Design frame_sync_buffer_flat, sky130hd; sources not shown.
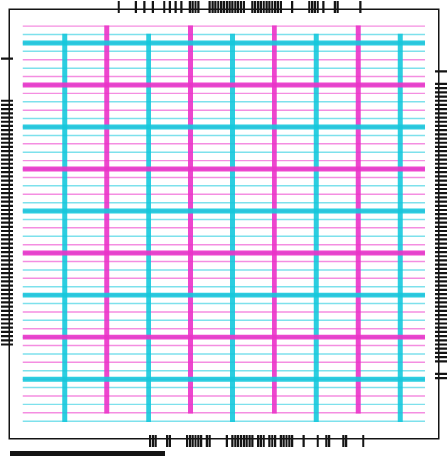
run_1/pdn.png
The bar under the picture is 50 µm long. Pins as bars on the die edge.
legend:
  cyan:
    net: VSS
  magenta:
    net: VDD
signal pins: 215
rows: 47
met4 straps: 9
met5 straps: 9
met1 rails: 48
core area: 0.0166 mm²
Die W: 139 µm
maximum vdd drop: 0.000604 V
die height: 139 µm

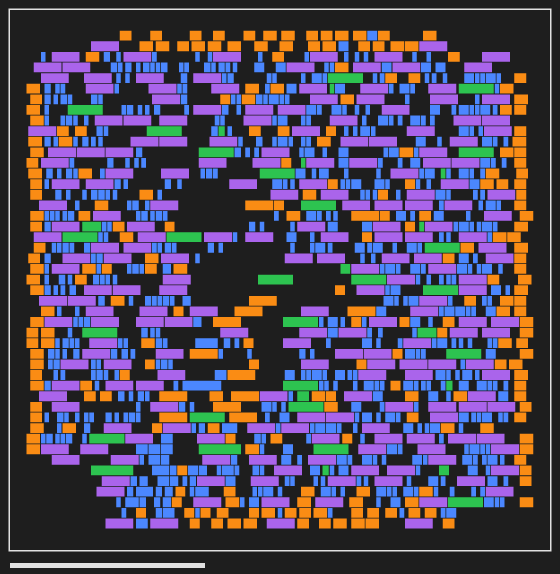
run_1/cell_classes.png
The bar under the picture is 50 µm long.
legend:
  purple:
    class: flip-flops
    cells: 214
    share_of_their_area: 41%
  orange:
    class: other buffers and delay cells
    cells: 236
    share_of_their_area: 22%
  green:
    class: clock drivers and dummy loads
    cells: 37
    share_of_their_area: 6.9%
  blue:
    class: all other logic
    cells: 647
    share_of_their_area: 30%
fin area: 0.0107 mm²
sequential share of cell area: 40.0%
Core Util, Final: 64.4%
Rows: 47

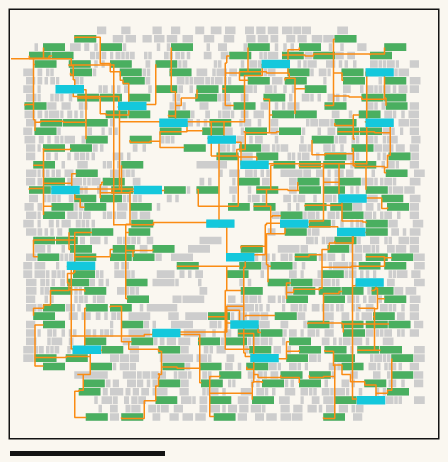
run_1/clock_map.png
The bar under the picture is 50 µm long.
legend:
  cyan:
    item: cells driving clock nets
    count: 22
  green:
    item: flip-flops
    count: 214
  orange:
    item: clock wires
    length: 2330 µm
routed clock nets: 23
flops lie: spread over the die
clock skew: 0.0106 ns
clock network power: 3.57 mW

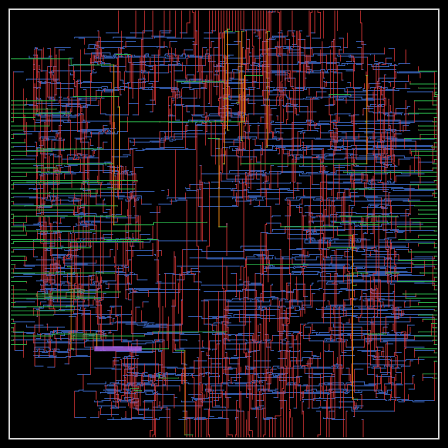
run_1/metal_stack.png
legend:
  purple:
    layer: met5
    wire_length: 13.8 µm
  blue:
    layer: met1
    wire_length: 8780 µm
  red:
    layer: met2
    wire_length: 9220 µm
  orange:
    layer: met4
    wire_length: 433 µm
  green:
    layer: met3
    wire_length: 1600 µm
drt wl/cell: 14.8 µm
Vias: 6768

==> qor.txt, run 1 <==
outcome = finished clean
# Cells Yosys = 928
DRC errors left = 0
CTS clk-pin slew, worst paths = 0.06 ns
crit-path max FO = 6
Final WS setup = 0.120 ns
PD cells = 780 mW/mm²
vias in the first global route = 6481
CP Class = reg -> out
drt first-iter violations = 375
CTS Buffer Depth = 3
Slew HR = 63.7%
flop-to-flop setup slack = 0.61 ns
Critical Path Stages = 1
area share, top type = 55.9%
yosys simple share = 33.3%
count of final max-slew check failures = 0
Post-Synth XOR/XNOR Area = 0.457%
Hold Path Depth = 2
leakage = 4.53 nW
Commonest flop = dfxtp_1
Critical Path, Cell by Cell = dlygate4sd2_1
Async S/R FF share, synth = 0%
Worst Setup End Kind = output pin
H-tree depth = 1
dominant logic cell types in the final layout = 401 x nand2_1, 214 x dfxtp_1, 120 x nand3b_1
Total Routing Usage GR = 20.1%
slew of the pin with the lowest slew margin = 0.547 ns
Clock Sink Count = 214
CTS Hold Bufs = 0
Yosys top cell by area = dfxtp_1
Placed Instances = 1317
Hold Crit Class = reg -> reg
global-route wire length before repair = 32700 µm
AO/OA Area Share = 6.37%
# nets final = 1227
DP Area = 0.0101 mm²
synthesized flop and latch total = 214
I/O Buffers = 214
Tot Pwr = 8.36 mW
CP bufs+invs = 1
tally of non-filler cells in the final layout = 1354
top cells, area = dfxtp_1 56%, nand2_1 20%, nand3b_1 12%, a21oi_1 5.4%, clkbuf_1 2.4%
share of layout cells above drive strength 1 = 7.76%
vias per inst = 5.00
mapped cell area = 0.00766 mm²
WL final = 20000 µm
number of enable flip-flop cells = 0
Clock Tree Root = clkbuf_16
minimum clock period = 2.13 ns
HPWL Detailed = 13100 µm
## run 1: layer usage
layer	share of wire (%)	GRT usage, %	up-vias
met3	8.0	6.08	32
li1	-	-	3385
met5	0.065	0	-
met2	46	32.1	218
met1	44	26.5	3131
met4	2.2	5.67	2
## run 1: layout make-up
class                   instances  area, µm²
clock inverters                 8       98.8
clock buffers                  29        618
flip-flops and latches        214       4280
repair buffers                236       2300
multi-input cells             646       3140
inverters                       1       3.75
fillers                      1477       5920
well taps                     220        275
## run 1: where the power goes
| group | total [mW] | switching, mW | internal (mW) |
|---|---|---|---|
| Clock | 3.57 | 1.41 | 2.16 |
| Sequential | 4.01 | 0.0744 | 3.94 |
| Combinational | 0.781 | 0.416 | 0.364 |
| Total | 8.36 | 1.90 | 6.46 |
## run 1: synthesized netlist by cell type, drive strengths merged, types with 2 or more instances
cell type  number
and4            3
dfxtp         214
or3             2
buf            18
nor2b           3
nand3           3
clkbuf         49
xor2            3
mux2i           2
nand4           3
a21oi          83
nand2         402
nand3b        120
o21ai           2
nor3            2
nor2            7
## run 1: cells by family after synthesis
family	count (synthesis)
buffers and inverters	68
DFF	214
and+or+nand+nor	547
muxes	2
AOI/OAI and AO/OA	92
xor gates and xnor gates	4
adders and majority gates	1
## run 1: what timing repair did
item,4_1_cts,5_1_grt
resized,83,0
endpoints found under the setup margin,83,0
buffers inserted,0,0
==> run 1 -> run 2 <==
REMOVE_ABC_BUFFERS = 1   (was not set)
SYNTH_HIERARCHICAL = 1   (was not set)
TNS_END_PERCENT = 30   (was not set)
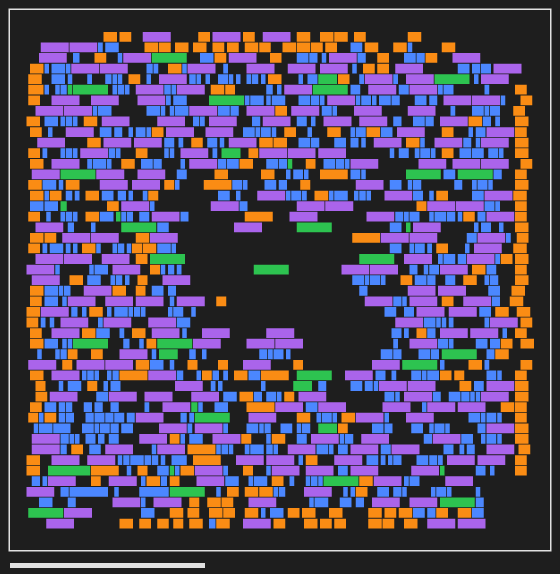
run_2/cell_classes.png
The bar under the picture is 50 µm long.
legend:
  blue:
    class: all other logic
    cells: 545
    share_of_their_area: 30%
  purple:
    class: flip-flops
    cells: 214
    share_of_their_area: 41%
  green:
    class: clock drivers and dummy loads
    cells: 37
    share_of_their_area: 6.8%
  orange:
    class: other buffers and delay cells
    cells: 235
    share_of_their_area: 22%
fin area: 0.0107 mm²
core area: 0.0167 mm²
sequential share of cell area: 40.0%

==> run 2 against run 1 <==
- sequential share of layout area increased by 0.056 points
- via count decreased by 9.0%
- critical path depth unchanged
- critical endpoint unchanged
- clock skew decreased by 0.0015 ns
- sequential power hardly changed
- synthesized cell count down 11%
- routed wire length decreased by 7.9%
- fmax increased by 1.1%
- combinational power rose by 3.7%
- area after synthesis grew 0.47%
- critical path type unchanged
- register-to-register slack hardly changed
- global-route usage shrank 1.6 points
==> qor.txt, run 2 <==
Logic pwr share = 9.7%
global-route wire length before repair = 30100 µm
Async S/R FF share, synth = 0%
Commonest flop = dfxtp_1
Tot Pwr = 8.35 mW
most frequent cells after synthesis = 214 x dfxtp_1, 201 x nand2_1, 63 x nor2b_1
Worst Setup End Kind = output pin
leakage = 4.38 nW
Slew HR = 58.4%
minimum clock period = 2.11 ns
CP bufs+invs = 1
Seq/Total Area, Yosys = 55.6%
final hold slack = 0.440 ns
drt wl/cell = 14.8 µm
I/O Buffers = 214
flop-to-flop setup slack = 0.61 ns
H-tree depth = 1
most frequent cell after synthesis = dfxtp_1
Critical Path, Cell by Cell = dlygate4sd2_1
PostCTS Resize Cnt = 87
CTS clk-pin slew, worst paths = 0.06 ns
FP Util = 46.1%
Clock Sink Count = 214
NetSw = 1.86 mW
vias per inst = 4.92
# Post-CTS Setup Buffers = 0
number of enable flip-flop cells = 0
PD cells = 780 mW/mm²
Clock Tree Root = clkbuf_16
die height = 139 µm
tool warnings = 27
CP Class = reg -> out
Total Routing Usage GR = 18.5%
outcome = finished clean
crit-path max FO = 5
drt first-iter violations = 270
synth warn = 6
Yosys top cell by area = dfxtp_1
CTS Buffer Depth = 3
largest net degree at the start of global routing = 110
Critical Path Stages = 1
GRT overflow = 0
count of final max-slew check failures = 0
dominant logic cell types in the final layout = 214 x dfxtp_1, 200 x nand2_1, 103 x clkdlybuf4s50_1
# Cells Yosys = 822
CTS Hold Bufs = 0
Core Util, Final = 64.1%
Die W = 139 µm
slew of the pin with the lowest slew margin = 0.624 ns
vias in the first global route = 5924
Hold Crit Class = reg -> reg
critical path data arrival time = 1.43 ns
DP Area = 0.0101 mm²
top cells, area = dfxtp_1 56%, nand2_1 9.8%, a211o_1 6.8%, nand3b_1 5.8%, mux2i_1 5.3%
clock share of power = 42.2%
Seq pwr share = 48.0%
Hold Path Depth = 1
DRC errors left = 0
# nets final = 1125
mapped cell area = 0.00770 mm²
Pint = 6.49 mW
Rows = 47
clock skew = 0.00908 ns
share of layout cells above drive strength 1 = 7.86%
area share, top type = 55.6%
WL final = 18500 µm
synthesized flop and latch total = 214
sw frac = 22.3%
maximum vdd drop = 0.000739 V
HPWL Detailed = 12200 µm
==> run 2: cell count changes in the layout (fill, tap and decap cells not counted), moves of 41 or more <==
| cell | delta |
|---|---|
| a211o_1 | +60 |
| nor2_1 | +41 |
| nor2b_1 | +60 |
| nand2_1 | -201 |
| a21oi_1 | -41 |
| nand3b_1 | -60 |
==> run 2: logic make-up after synthesis <==
family | after synthesis | synth area share [%]
xor+xnor | 5 | 0.569
simple gates | 386 | 24.2
mux | 41 | 5.33
flops | 214 | 55.6
fa+ha+maj | 1 | 0.162
buf+inv | 64 | 3.53
compound gates | 111 | 10.6
==> run 2: layer usage <==
metal | routed length (µm) | vias up | share of wire [%] | GRT usage (%)
met3 | 1650 | 30 | 9.0 | 6.90
met1 | 7830 | 2830 | 42 | 23.2
met2 | 8540 | 173 | 46 | 30.5
met5 | 0 | - | 0 | 0
li1 | - | 3126 | - | -
met4 | 437 | 0 | 2.4 | 4.43
==> run 2: through the flow <==
step | std cells | setup slack (ns)
2_1_floorplan | 759 | -6.72
3_3_place_gp | 1214 | 0.0980
3_5_place_dp | 1214 | 0.0674
4_1_cts | 1251 | 0.122
5_1_grt | 1251 | 0.0839
6_report | 1251 | 0.143
==> run 2: layout make-up <==
cell class | instances | area (µm²)
fill | 1431 | 6000
sequential | 214 | 4280
multi-input combinational | 544 | 3170
timing repair buffer | 235 | 2260
clock buffer | 34 | 667
tap | 220 | 275
clock inverter | 3 | 40.0
inverter | 1 | 3.75
==> run 2: power by group through the flow <==
stage,Combinational (mW),Clock (mW),Sequential [mW]
floorplan,0.387,0,4.19
global placement,0.817,0,4.09
detailed placement,0.829,0,4.09
CTS,0.817,3.63,4.01
global route,0.881,3.79,4.03
finish,0.810,3.53,4.01
Power is estimated from default activity; no workload was simulated.
